### src/rtl/branch_target_buffer.sv
// Set-associative branch target buffer for the fetch stage.
// The fetch PC is looked up and the result is registered, so it appears one
// cycle after the strobe. The execute stage trains entries in place, and a
// new entry is allocated only when a branch is taken. Replacement is true LRU,
// using per-set age fields where 0 is MRU and WAY_N-1 is LRU.
//
// Handshake: iSEARCH_STB and iUPDATE_STB are single-cycle strobes with no
// ready/backpressure. Every search strobe produces exactly one oSEARCH_VALID
// pulse on the following cycle. All result outputs are zero whenever
// oSEARCH_VALID is low.
//
// Legal parameter values: WAY_N in {1,2,4,8}, CNT_W in 2..4.
module branch_target_buffer #(
    parameter  int SET_W  = 3,
    parameter  int WAY_N  = 2,
    parameter  int CNT_W  = 2,
    parameter  int ADDR_W = 32,
    localparam int WAY_W  = (WAY_N > 1) ? $clog2(WAY_N) : 1
) (
    input  logic              iCLOCK,
    input  logic              inRESET,
    input  logic              iFLUSH,
    input  logic              iSEARCH_STB,
    input  logic [ADDR_W-1:0] iSEARCH_INST_ADDR,
    output logic              oSEARCH_VALID,
    output logic              oSEARCH_HIT,
    output logic              oSEARCH_PREDICT_TAKEN,
    output logic [ADDR_W-1:0] oSEARCH_TARGET,
    output logic [WAY_W-1:0]  oSEARCH_WAY,
    input  logic              iUPDATE_STB,
    input  logic              iUPDATE_TAKEN,
    input  logic [ADDR_W-1:0] iUPDATE_INST_ADDR,
    input  logic [ADDR_W-1:0] iUPDATE_TARGET
);

    localparam int SETS  = 1 << SET_W;
    localparam int TAG_W = ADDR_W - SET_W - 2;
    localparam int AGE_W = WAY_W;

    localparam logic [CNT_W-1:0] CNT_MAX  = {CNT_W{1'b1}};
    localparam logic [CNT_W-1:0] CNT_WEAK = {1'b1, {(CNT_W-1){1'b0}}};

    // Storage arrays. Only the valid bits and the ages are reset.
    logic [WAY_N-1:0]  valid_q  [SETS];
    logic [TAG_W-1:0]  tag_q    [SETS][WAY_N];
    logic [ADDR_W-1:0] target_q [SETS][WAY_N];
    logic [CNT_W-1:0]  cnt_q    [SETS][WAY_N];
    logic [AGE_W-1:0]  age_q    [SETS][WAY_N];

    // Request decode
    logic [SET_W-1:0] s_set, u_set;
    logic [TAG_W-1:0] s_tag, u_tag;

    assign s_set = iSEARCH_INST_ADDR[SET_W+1:2];
    assign s_tag = iSEARCH_INST_ADDR[ADDR_W-1:SET_W+2];
    assign u_set = iUPDATE_INST_ADDR[SET_W+1:2];
    assign u_tag = iUPDATE_INST_ADDR[ADDR_W-1:SET_W+2];

    // Search-side lookup signals
    logic              s_hit;
    logic [WAY_W-1:0]  s_way;
    logic [ADDR_W-1:0] s_target;
    logic              s_cnt_msb;
    logic              s_touch;
    logic [AGE_W-1:0]  s_old_age;
    logic [AGE_W-1:0]  s_age_nxt [WAY_N];

    // Update-side lookup signals
    logic              u_hit;
    logic [WAY_W-1:0]  u_way;
    logic [CNT_W-1:0]  u_cnt;
    logic [WAY_W-1:0]  victim;
    logic [WAY_W-1:0]  u_wway;
    logic [WAY_N-1:0]  u_onehot;
    logic              u_write;
    logic [CNT_W-1:0]  u_cnt_nxt;
    logic [AGE_W-1:0]  u_old_age;
    logic [AGE_W-1:0]  u_age_nxt [WAY_N];

    // Search lookup: the descending scan lets the lowest matching way win
    always_comb begin
        s_hit     = 1'b0;
        s_way     = '0;
        s_target  = '0;
        s_cnt_msb = 1'b0;
        for (int w = WAY_N - 1; w >= 0; w--) begin
            if (valid_q[s_set][w] && (tag_q[s_set][w] == s_tag)) begin
                s_hit     = 1'b1;
                s_way     = WAY_W'(w);
                s_target  = target_q[s_set][w];
                s_cnt_msb = cnt_q[s_set][w][CNT_W-1];
            end
        end
    end

    // Update lookup, victim choice, and next counter value
    always_comb begin
        u_hit  = 1'b0;
        u_way  = '0;
        u_cnt  = '0;
        victim = '0;
        for (int w = WAY_N - 1; w >= 0; w--) begin
            if (valid_q[u_set][w] && (tag_q[u_set][w] == u_tag)) begin
                u_hit = 1'b1;
                u_way = WAY_W'(w);
                u_cnt = cnt_q[u_set][w];
            end
        end
        // The oldest way is the fallback victim.
        for (int w = WAY_N - 1; w >= 0; w--) begin
            if (age_q[u_set][w] == AGE_W'(WAY_N - 1)) victim = WAY_W'(w);
        end
        // The lowest invalid way takes precedence over the LRU way.
        for (int w = WAY_N - 1; w >= 0; w--) begin
            if (!valid_q[u_set][w]) victim = WAY_W'(w);
        end

        u_wway  = u_hit ? u_way : victim;
        u_write = iUPDATE_STB && !iFLUSH && (u_hit || iUPDATE_TAKEN);

        for (int w = 0; w < WAY_N; w++) begin
            u_onehot[w] = (WAY_W'(w) == u_wway);
        end

        if (!u_hit) begin
            u_cnt_nxt = CNT_WEAK;
        end else if (iUPDATE_TAKEN) begin
            u_cnt_nxt = (u_cnt == CNT_MAX) ? u_cnt : u_cnt + CNT_W'(1);
        end else begin
            u_cnt_nxt = (u_cnt == '0) ? u_cnt : u_cnt - CNT_W'(1);
        end
    end

    // LRU touch for both sides: the touched way goes to 0, and younger ways age by 1
    always_comb begin
        u_old_age = '0;
        s_old_age = '0;
        for (int w = 0; w < WAY_N; w++) begin
            if (u_onehot[w]) u_old_age = age_q[u_set][w];
            if (WAY_W'(w) == s_way) s_old_age = age_q[s_set][w];
        end
        for (int w = 0; w < WAY_N; w++) begin
            u_age_nxt[w] = age_q[u_set][w];
            if (u_onehot[w]) begin
                u_age_nxt[w] = '0;
            end else if (age_q[u_set][w] < u_old_age) begin
                u_age_nxt[w] = age_q[u_set][w] + AGE_W'(1);
            end

            s_age_nxt[w] = age_q[s_set][w];
            if (WAY_W'(w) == s_way) begin
                s_age_nxt[w] = '0;
            end else if (age_q[s_set][w] < s_old_age) begin
                s_age_nxt[w] = age_q[s_set][w] + AGE_W'(1);
            end
        end
        // An update touching the same set owns that set's ages this cycle.
        s_touch = iSEARCH_STB && s_hit && !iFLUSH && !(u_write && (u_set == s_set));
    end

    // Valid bits and LRU ages: async reset, flush, then update/search touches
    always_ff @(posedge iCLOCK or negedge inRESET) begin
        if (!inRESET) begin
            for (int s = 0; s < SETS; s++) begin
                valid_q[s] <= '0;
                for (int w = 0; w < WAY_N; w++) age_q[s][w] <= AGE_W'(w);
            end
        end else if (iFLUSH) begin
            for (int s = 0; s < SETS; s++) begin
                valid_q[s] <= '0;
                for (int w = 0; w < WAY_N; w++) age_q[s][w] <= AGE_W'(w);
            end
        end else begin
            if (u_write) begin
                valid_q[u_set] <= valid_q[u_set] | u_onehot;
                for (int w = 0; w < WAY_N; w++) age_q[u_set][w] <= u_age_nxt[w];
            end
            if (s_touch) begin
                for (int w = 0; w < WAY_N; w++) age_q[s_set][w] <= s_age_nxt[w];
            end
        end
    end

    // Entry payload writes: tag on allocation, target on taken, counter always
    always_ff @(posedge iCLOCK) begin
        if (u_write) begin
            for (int w = 0; w < WAY_N; w++) begin
                if (u_onehot[w]) begin
                    if (!u_hit)        tag_q[u_set][w]    <= u_tag;
                    if (iUPDATE_TAKEN) target_q[u_set][w] <= iUPDATE_TARGET;
                    cnt_q[u_set][w] <= u_cnt_nxt;
                end
            end
        end
    end

    // Registered search result: pre-update view, with hits masked by a same-cycle flush
    always_ff @(posedge iCLOCK or negedge inRESET) begin
        if (!inRESET) begin
            oSEARCH_VALID         <= 1'b0;
            oSEARCH_HIT           <= 1'b0;
            oSEARCH_PREDICT_TAKEN <= 1'b0;
            oSEARCH_TARGET        <= '0;
            oSEARCH_WAY           <= '0;
        end else begin
            oSEARCH_VALID         <= iSEARCH_STB;
            oSEARCH_HIT           <= iSEARCH_STB && s_hit && !iFLUSH;
            oSEARCH_PREDICT_TAKEN <= iSEARCH_STB && s_hit && !iFLUSH && s_cnt_msb;
            oSEARCH_TARGET        <= (iSEARCH_STB && s_hit && !iFLUSH) ? s_target : '0;
            oSEARCH_WAY           <= (iSEARCH_STB && s_hit && !iFLUSH) ? s_way : '0;
        end
    end

endmodule

### config.mk
export PLATFORM = sky130hd
export DESIGN_NAME = branch_target_buffer
export DESIGN_NICKNAME = d
export VERILOG_FILES = /design/src/rtl/branch_target_buffer.sv
export SDC_FILE = /design/constraint.sdc
export NUM_CORES = 1
export LEC_CHECK = 0
export CORE_MARGIN = 3
export CORE_UTILIZATION = 51
export DETAILED_ROUTE_END_ITERATION = 16
export HOLD_SLACK_MARGIN = 0.05
export PLACE_DENSITY = 0.71
export SLEW_MARGIN = 25
export SYNTH_ARGS = -nofsm -noshare
export SYNTH_HDL_FRONTEND = slang
export SYNTH_SLANG_ARGS = --single-unit
### constraint.sdc
create_clock -name iCLOCK -period 14.8 [get_ports iCLOCK]
set_input_delay 2.22 -clock iCLOCK [delete_from_list [all_inputs] [get_ports iCLOCK]]
set_output_delay 2.22 -clock iCLOCK [all_outputs]
set_load 0.1 [all_outputs]
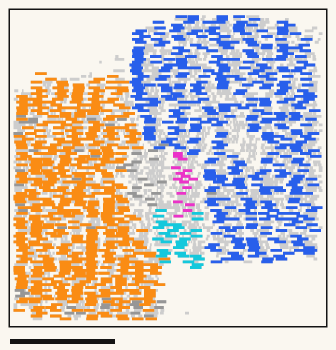
**Above:** run 1 (where the registers sit).
The bar under the picture is 100 µm long.
legend:
  `valid_q`:
    colour: magenta
    placed_flops: 16
    where: middle
  `tag_q`:
    colour: blue
    placed_flops: 432
  `cnt_q`:
    colour: cyan
    placed_flops: 32
    where: bottom middle
  `target_q`:
    colour: orange
    placed_flops: 512
not coloured: 52

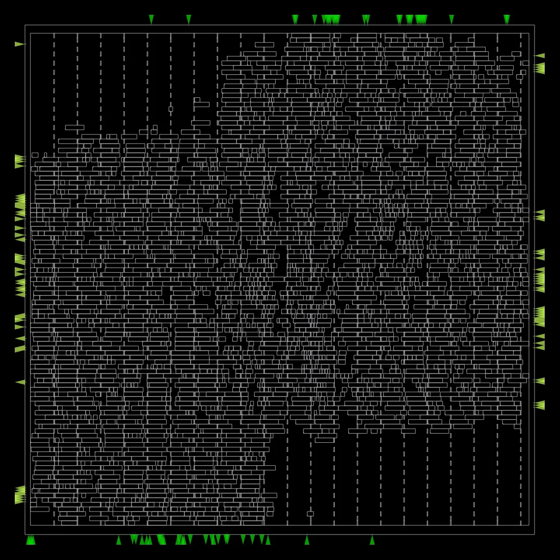
**Above:** run 1 (placement view).
number of flip-flops and latches: 1044
core area: 0.08582 mm²
Taps Inserted: 1144
Filler Cells Inserted: 6243
standard-cell row count: 107

==> run notes, run 1 <==
Run status
- result of the run: finished, final reports clean

Power
- share of power burned in registers: 0.521
- Clock Power Share: 0.407
- Pwr per Cell Area: 122.9 mW/mm²
- sw frac: 0.2264
- leakage power total: 16.63 nW
- Peak supply drop: 0.1278 mV
- Psw: 1.408 mW

Global routing
- first-pass GRT wire length: 194900 µm
- overall fraction of global-route tracks in use: 0.2972
- number of antenna violations at the first check in global routing: 5
- total congestion overflow after global routing: 0
- largest net degree at the start of global routing: 83
- vias in the first global route: 28219

Logic synthesis
- number of standard cells after synthesis: 2681
- number of distinct library cells after synthesis: 79
- number of cells in Yosys stat: 2681
- area share of the leading cell type in the synthesized netlist: 0.6587
- count of flip-flops with a built-in enable after synthesis: 976
- register share after synthesis: 0.6972
- top cell type by total area after synthesis: sky130_fd_sc_hd__edfxtp_1
- net count after synthesis: 2783
- Cell area leaders: sky130_fd_sc_hd__edfxtp_1 (66%), sky130_fd_sc_hd__mux4_2 (5.6%), sky130_fd_sc_hd__mux2i_1 (4.7%)
- mean instance size in the synthesized netlist: 16.60 µm²
- Top FF cell, synth: sky130_fd_sc_hd__edfxtp_1

Setup path
- Worst EP required: 15.14 ns
- element type at the critical path end: register
- maximum cell stage delay along the critical path: 0.92 ns
- arrival time at the worst endpoint: 9.53 ns
- critical path buffer and inverter count: 4
- slowest stage cell, crit path: sky130_fd_sc_hd__or4_1
- largest fanout on the critical path: 47
- critical path, cell by cell: buf_6 -> buf_4 -> buf_4 -> nand2_1 -> o22ai_1 -> o21ai_0 -> a22oi_1 -> or4bb_1 -> nor4_4 -> o31ai_4 -> or4_1 -> nor2_4 -> buf_4
- nature of the critical path startpoint: primary input
- cell type group with the largest total delay on the critical path: simple AND/OR/NAND/NOR gates

Final timing
- final clock period utilization by the worst path: 0.6209
- setup repair after global routing missed its margin: false
- Pins Over Slew Limit: 0
- final tally of hold violations: 0
- final clock skew: 0.03280 ns
- worst-case setup margin in the final layout: 5.611 ns
- worst hold margin: 0.5349 ns
- post-layout min period: 9.189 ns
- transition time at the pin with the least slew margin: 1.127 ns
- Max-Slew Margin vs Limit: 0.2470

Drt
- drt pass-1 iters: 6
- Routed Antenna Nets: 0
- routed via count divided by cell count: 6.953
- Final Routed Wirelength: 135900 µm
- Initial DRC Count: 3946
- average wire per standard cell: 33.47 µm
- routed vias: 28224

Job
- OpenROAD warnings: 32
- max-cap check violation count: 0

Placement
- Port Buffer Count: 133
- last weighted congestion value of the routability-driven placer: 0.9533

Finish
- fraction of layout cells with a size suffix above 1: 0.1829
- Top cells excl fill/tap: sky130_fd_sc_hd__edfxtp_1 (976), sky130_fd_sc_hd__o22ai_1 (248), sky130_fd_sc_hd__mux2i_1 (210)
- Layout Nets: 2928
- most frequently placed logic cell in the final layout: sky130_fd_sc_hd__edfxtp_1
- Layout Area Growth over Synthesis: 13.73%

CTS
- number of gates resized after CTS: 0
- CTS root buf: sky130_fd_sc_hd__clkbuf_16
- CTS H-tree lvls: 3
- Inserted Clock Buffers: 103
- Worst-Skew Late Latency: 0.69 ns
- TritonCTS clock tree: done

Floorplan
- I/O pin count: 138
- initial core utilization: 0.5185
- Die X-Extent: 301.4 µm

Min path
- worst min-delay path category: register to register

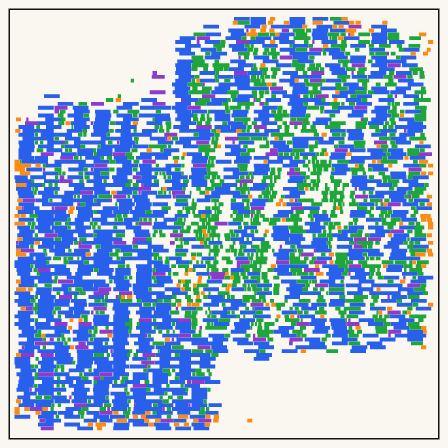
**Above:** run 1 (placed cells, one colour a class).
legend:
  clock drivers and dummy loads:
    colour: purple
    cells: 193
    share_of_their_area: 6.6%
  combinational and other logic:
    colour: green
    cells: 1463
    share_of_their_area: 26%
  remaining buffers and delay cells:
    colour: orange
    cells: 214
    share_of_their_area: 4.0%
  sequential cells:
    colour: blue
    cells: 1044
    share_of_their_area: 63%

run 1: power by group through the flow:
stage / combinational [mW] / sequential [mW] / clock (mW)
floorplan: 0.244 / 3.30 / 0
global placement: 0.430 / 3.30 / 0
detailed placement: 0.438 / 3.30 / 0
CTS: 0.440 / 3.24 / 2.55
global route: 0.469 / 3.24 / 2.67
finish: 0.451 / 3.24 / 2.53
run 1: logic make-up after synthesis:
group | count (synthesis) | synth area share
AND-OR/OR-AND | 552 | 0.08715
AND/OR/NAND/NOR | 386 | 0.04786
multiplexers | 418 | 0.1287
buffers and inverters | 186 | 0.02047
XOR/XNOR | 95 | 0.01870
flip-flops | 1044 | 0.6972
run 1: worst min-delay path: cells and delay by family, from the launching register on:
kind             cells  cell delay (ns)
flip-flops           1             0.35
AND-OR/OR-AND        1             0.07
AND/OR/NAND/NOR      1             0.07
run 1: final cells by class:
cell class	count	area (µm²)
antenna	1	2.502
clock buffer	138	2759
clock inverter	55	503.0
fill	6243	35220
inverter	12	45.04
multi-input combinational	1451	12880
sequential	1044	31020
tap	1144	1431
timing repair buffer	214	1956
run 1: through the flow:
step	std cells	area, µm²	util	total power [mW]
after floorplan	2681	44490	-	3.545
after global placement	3865	47300	0.5511	3.730
after detailed placement	3865	47300	0.5512	3.739
after CTS	4058	50560	0.5892	6.233
after global routing	4058	50600	0.5896	6.374
final	4059	50600	0.5896	6.221
run 1: path summary, 6_finish.rpt:
| kind | startpoint | to | slack (ns) | depth (start not counted) |
|---|---|---|---|---|
| min | valid_q[3] | valid_q[3] | 0.53 | 2 |
| max in group asynchronous | inRESET | oSEARCH_VALID | 12.64 | 1 |
| min reg2reg | valid_q[3] | valid_q[3] | 0.53 | 2 |
| max reg2reg | tag_q[5][52] | tag_q[6][33] | 9.13 | 10 |
| max | iUPDATE_INST_ADDR[2] | tag_q[6][33] | 5.61 | 13 |
| min in group asynchronous | inRESET | oSEARCH_TARGET[2] | 1.60 | 1 |
run 1: registers in the layout (all words and copies together) (netlist names):
name                   count
age_q                     16
cnt_q                     32
oSEARCH_HIT                1
oSEARCH_PREDICT_TAKEN      1
oSEARCH_TARGET            32
oSEARCH_VALID              1
oSEARCH_WAY                1
tag_q                    432
target_q                 512
valid_q                   16
run 1: layer usage:
layer | global-route usage | part of all wire | vias up | wire length [µm]
met3 | 0.07732 | 0.13 | 430 | 17170
met2 | 0.4531 | 0.46 | 2162 | 61950
met1 | 0.3972 | 0.36 | 14266 | 49240
met5 | 0 | 0.00040 | - | 55
met4 | 0.1506 | 0.055 | 8 | 7441
li1 | - | - | 11358 | -
run 1: synthesized netlist by cell type, drive strengths merged, types with 9 or more instances:
master and count:
nand2 64, mux2i 210, o221ai 35, xor2 32, or4 41, clkbuf 74, nor2b 19, a221o 16
nor3 23, or3 9, nand3b 13, a211oi 12, nand2b 14, nor4 20, inv 11, o21ai 39
o22a 9, xnor2 63, dfrtp 60, nand4 15, mux2 95, mux4 113, a221oi 48, nor2 116
nand3 14, buf 100, edfxtp 976, a22oi 44, a22o 20, o22ai 249, a21oi 33
==> run 2: changes to the inputs <==
- PLACE_DENSITY: 0.71 -> 0.74
- clock period: 14.8 -> 8.04 ns (I/O delays scaled with it)
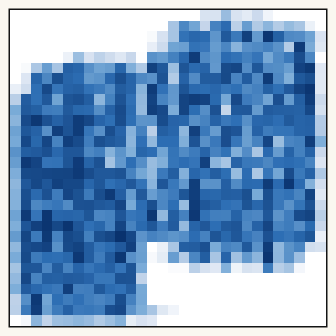
**Above:** run 2 (placement density heat map).
The die is cut into 30 by 30 equal tiles; white is low, dark blue is high, 0 to 100% covered.
tiles over 75% full: 36%
nearly empty tiles: 18%
fullest tile: 99%

==> run notes, run 2 <==
Run status
- result of the run: finished, final reports clean, unchanged

Finish
- Largest register FFs: 512, unchanged
- share of the core filled with cells in the final layout: 0.5963, was 0.5896
- biggest regs: target_q x512, tag_q x432, unchanged
- Layout Nets: 2952, was 2928
- most flop-heavy register: target_q, unchanged
- Filler Cells Inserted: 6194, was 6243
- most frequently placed logic cell in the final layout: sky130_fd_sc_hd__edfxtp_1, unchanged
- fraction of layout cells with a size suffix above 1: 0.1899, was 0.1829

CTS
- TritonCTS clock tree: done, unchanged
- CTS root buf: sky130_fd_sc_hd__clkbuf_16, unchanged
- Worst-Skew Late Latency: 0.68 ns, was 0.69 ns
- Inserted Clock Buffers: 102, was 103

Logic synthesis
- number of distinct library cells after synthesis: 79, unchanged
- Commonest cells post-synth: sky130_fd_sc_hd__edfxtp_1 (976), sky130_fd_sc_hd__o22ai_1 (249), sky130_fd_sc_hd__mux2i_1 (210), sky130_fd_sc_hd__nor2_1 (115), sky130_fd_sc_hd__mux4_2 (111), unchanged
- register share after synthesis: 0.6972, unchanged
- number of standard cells after synthesis: 2681, unchanged

Power
- leakage power total: 16.86 nW, was 16.63 nW
- Clock Power Share: 0.418, was 0.407
- share of power burned in registers: 0.510, was 0.521
- Psw: 2.613 mW, was 1.408 mW
- PnR Total Power: 11.69 mW, was 6.221 mW

Final timing
- final clock skew: 0.05540 ns, was 0.03280 ns
- Pins Over Slew Limit: 0, unchanged
- worst hold margin: 0.5336 ns, was 0.5349 ns

Global routing
- first-pass GRT wire length: 194000 µm, was 194900 µm
- vias in the first global route: 28219, unchanged
- number of antenna violations at the first check in global routing: 6, was 5

Floorplan
- I/O pin count: 138, unchanged

Drt
- Routed Antenna Nets: 0, unchanged
- Initial DRC Count: 4302, was 3946
- routed vias: 28379, was 28224
- Final Routed Wirelength: 136300 µm, was 135900 µm

Setup path
- critical path buffer and inverter count: 2, was 4
- Worst EP required: 8.36 ns, was 15.14 ns
- slowest stage cell, crit path: sky130_fd_sc_hd__nand2b_1, was sky130_fd_sc_hd__or4_1

Min path
- worst min-delay path category: register to register, unchanged

Job
- max-cap check violation count: 0, unchanged

## run 2: netlist changes by cell type in the layout (fill, tap and decap cells not counted), sizes merged
cell | previous run | this run
clkinv | 41 | 36
diode | 1 | 2
clkinvlp | 5 | 10
buf | 87 | 113
clkbuf | 139 | 135
inv | 15 | 11
bufinv | 6 | 13
## run 2: cells by family after synthesis
kind of cell / after synthesis / share of synthesized area
XOR/XNOR: 95 / 0.01870
multiplexers: 418 / 0.1287
buffers and inverters: 186 / 0.02047
flip-flops: 1044 / 0.6972
AND-OR/OR-AND: 552 / 0.08715
AND/OR/NAND/NOR: 386 / 0.04786
## run 2: worst paths after layout
check | to | cells past startpoint | slack (ns) | from
max in group asynchronous | valid_q[5] | 1 | 6.93 | inRESET
worst min register to register | valid_q[2] | 2 | 0.53 | valid_q[2]
worst max register to register | tag_q[0][25] | 11 | 2.79 | tag_q[7][49]
worst min-delay path | valid_q[2] | 2 | 0.53 | valid_q[2]
worst max-delay path | tag_q[0][25] | 12 | 1.40 | iUPDATE_INST_ADDR[3]
min in group asynchronous | oSEARCH_TARGET[14] | 1 | 0.57 | inRESET
## run 2: final cells by class
class	instances	area [µm²]	share of cell area
multi-input combinational	1451	12860	0.2514
clock buffer	135	2728	0.05331
tap	1144	1431	0.02797
clock inverter	58	749.5	0.01465
sequential	1044	31020	0.6062
inverter	12	45.04	0.0008803
timing repair buffer	239	2328	0.04551
antenna	2	5.005	0.00009781
## run 2: through the flow
stage                     std cells  cell area (µm²)  setup slack [ns]
after detailed placement       3890            47670             1.034
after global placement         3890            47670             1.181
after CTS                      4083            51150             1.731
after global routing           4084            51170             1.284
after floorplan                2681            44490             1.968
final                          4085            51170             1.400
## run 2: power by group through the flow
stage / Combinational [mW] / Clock, mW / Sequential [mW]
after floorplan: 0.449 / 0 / 6.08
after global placement: 0.799 / 0 / 6.07
after detailed placement: 0.818 / 0 / 6.08
after CTS: 0.822 / 4.93 / 5.96
after global routing: 0.871 / 5.15 / 5.96
final: 0.841 / 4.89 / 5.96
## run 2: worst min-delay path, delay by kind of cell (launching register included)
| family | cells | cell delay (ns) |
|---|---|---|
| flops | 1 | 0.37 |
| compound gates | 1 | 0.06 |
| simple gates | 1 | 0.07 |
## run 2: routing by layer
metal / track usage / vias up / wire length [µm]
met1: 0.3870 / 14325 / 48750
met5: 0 / - / 45
met4: 0.1571 / 6 / 8065
met2: 0.4650 / 2149 / 63490
met3: 0.06767 / 486 / 15950
li1: - / 11413 / -
No activity file was given, so power comes from the tool's default toggle rates.
